Design alu_scalar, sky130hd; sources not shown.
io_fan.png
Bar = 100 um.
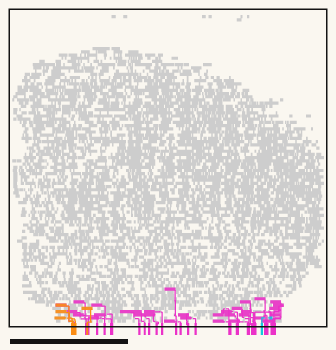
colour	port	bits	direction	edge	end cells	buffers	wire
magenta	result	32	output	bottom	32	32	551 um
orange	flags	4	output	bottom	4	4	73.3 um
cyan	rst	1	input	bottom	1	1	9.80 um
Buffers on Ports: 104
num ports: 105

power_grid.png
Bar = 100 um. Pins as bars on the die edge. Tap cells in grey.
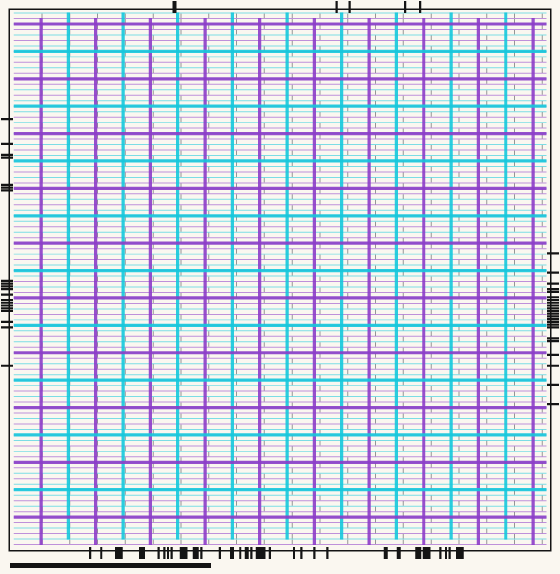
colour	net
purple	VSS
cyan	VDD
met5 straps	19
rows	97
met1 rails	98
tap cells	940
signal pins	105
Core Region: 69800 um^2
Die H: 268 um
Worst VDD drop: 0.00533 V
die span in x: 268 um

cell_density.png
Bar = 100 um. The die is cut into 27 by 27 equal tiles; white is low, dark blue is high, 0 to 100% covered.
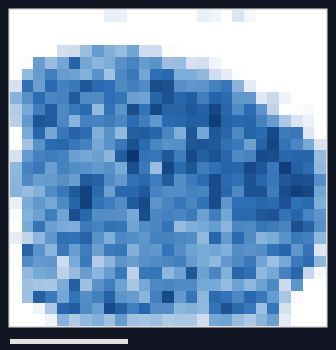
mean over tiles	48%
fullest tile	98%
tiles over 75% full	21%
Layout Utilization: 0.514
FP Core Util: 0.362

==> qor.txt <==
root buf cell - clkbuf_16
status - finished, violations left
YS chip area - 25300 um^2
Final #Nets - 4573
Tcrit/Tclk final - 7.92
drt wl/cell - 25.0 um
sw frac - 0.509
Net Count, Synth - 3797
WP depth - 31
P_seq - 1.98 mW
pin count of the biggest net entering global routing - 51
Worst setup EP type - flop
via count - 27400
crit-path max FO - 7
Synth Cell Area - 25300 um^2
Initial DRC Count - 3168
final hold vios - 0
grt met2 use - 0.502
setup violators final - 71
Power Combinational - 140 mW
Synth top cell by count - inv_1
first-pass GRT wire length - 176000 um
clk_buf instances - 6
CP Buf/Inv Count - 10
clock sinks - 35
number of enable flip-flop cells - 0
top power group - combinational cells
flop share of the area - 0.0244
yosys cell count - 3099
fmax - 120 MHz
failing checks - setup timing
# rows - 97
H-tree Lvls - 2
Post-CTS Resized - 516
Max Cap Viol - 0
Slew HR - 0.167
wire length on met2 - 51100 um
Async SR Flop Fraction - 1.00
Largest type area fraction - 0.324
clk buf depth - 2
WHS - 0.393 ns
Placer Congestion - 1.16
NetSw - 73.2 mW
max incr delay on CP - 0.56 ns
sequential cell area fraction in the yosys report - 0.0346
DP Worst Slack - -8.35 ns
full die area - 71900 um^2
post-route setup slack - -7.26 ns
Post-CTS Setup Bufs - 61
leakage - 17.2 nW
Slew Viols, Final - 0
final wirelength - 121000 um
Power figures rest on the tool's default switching activity, not on a simulated workload.
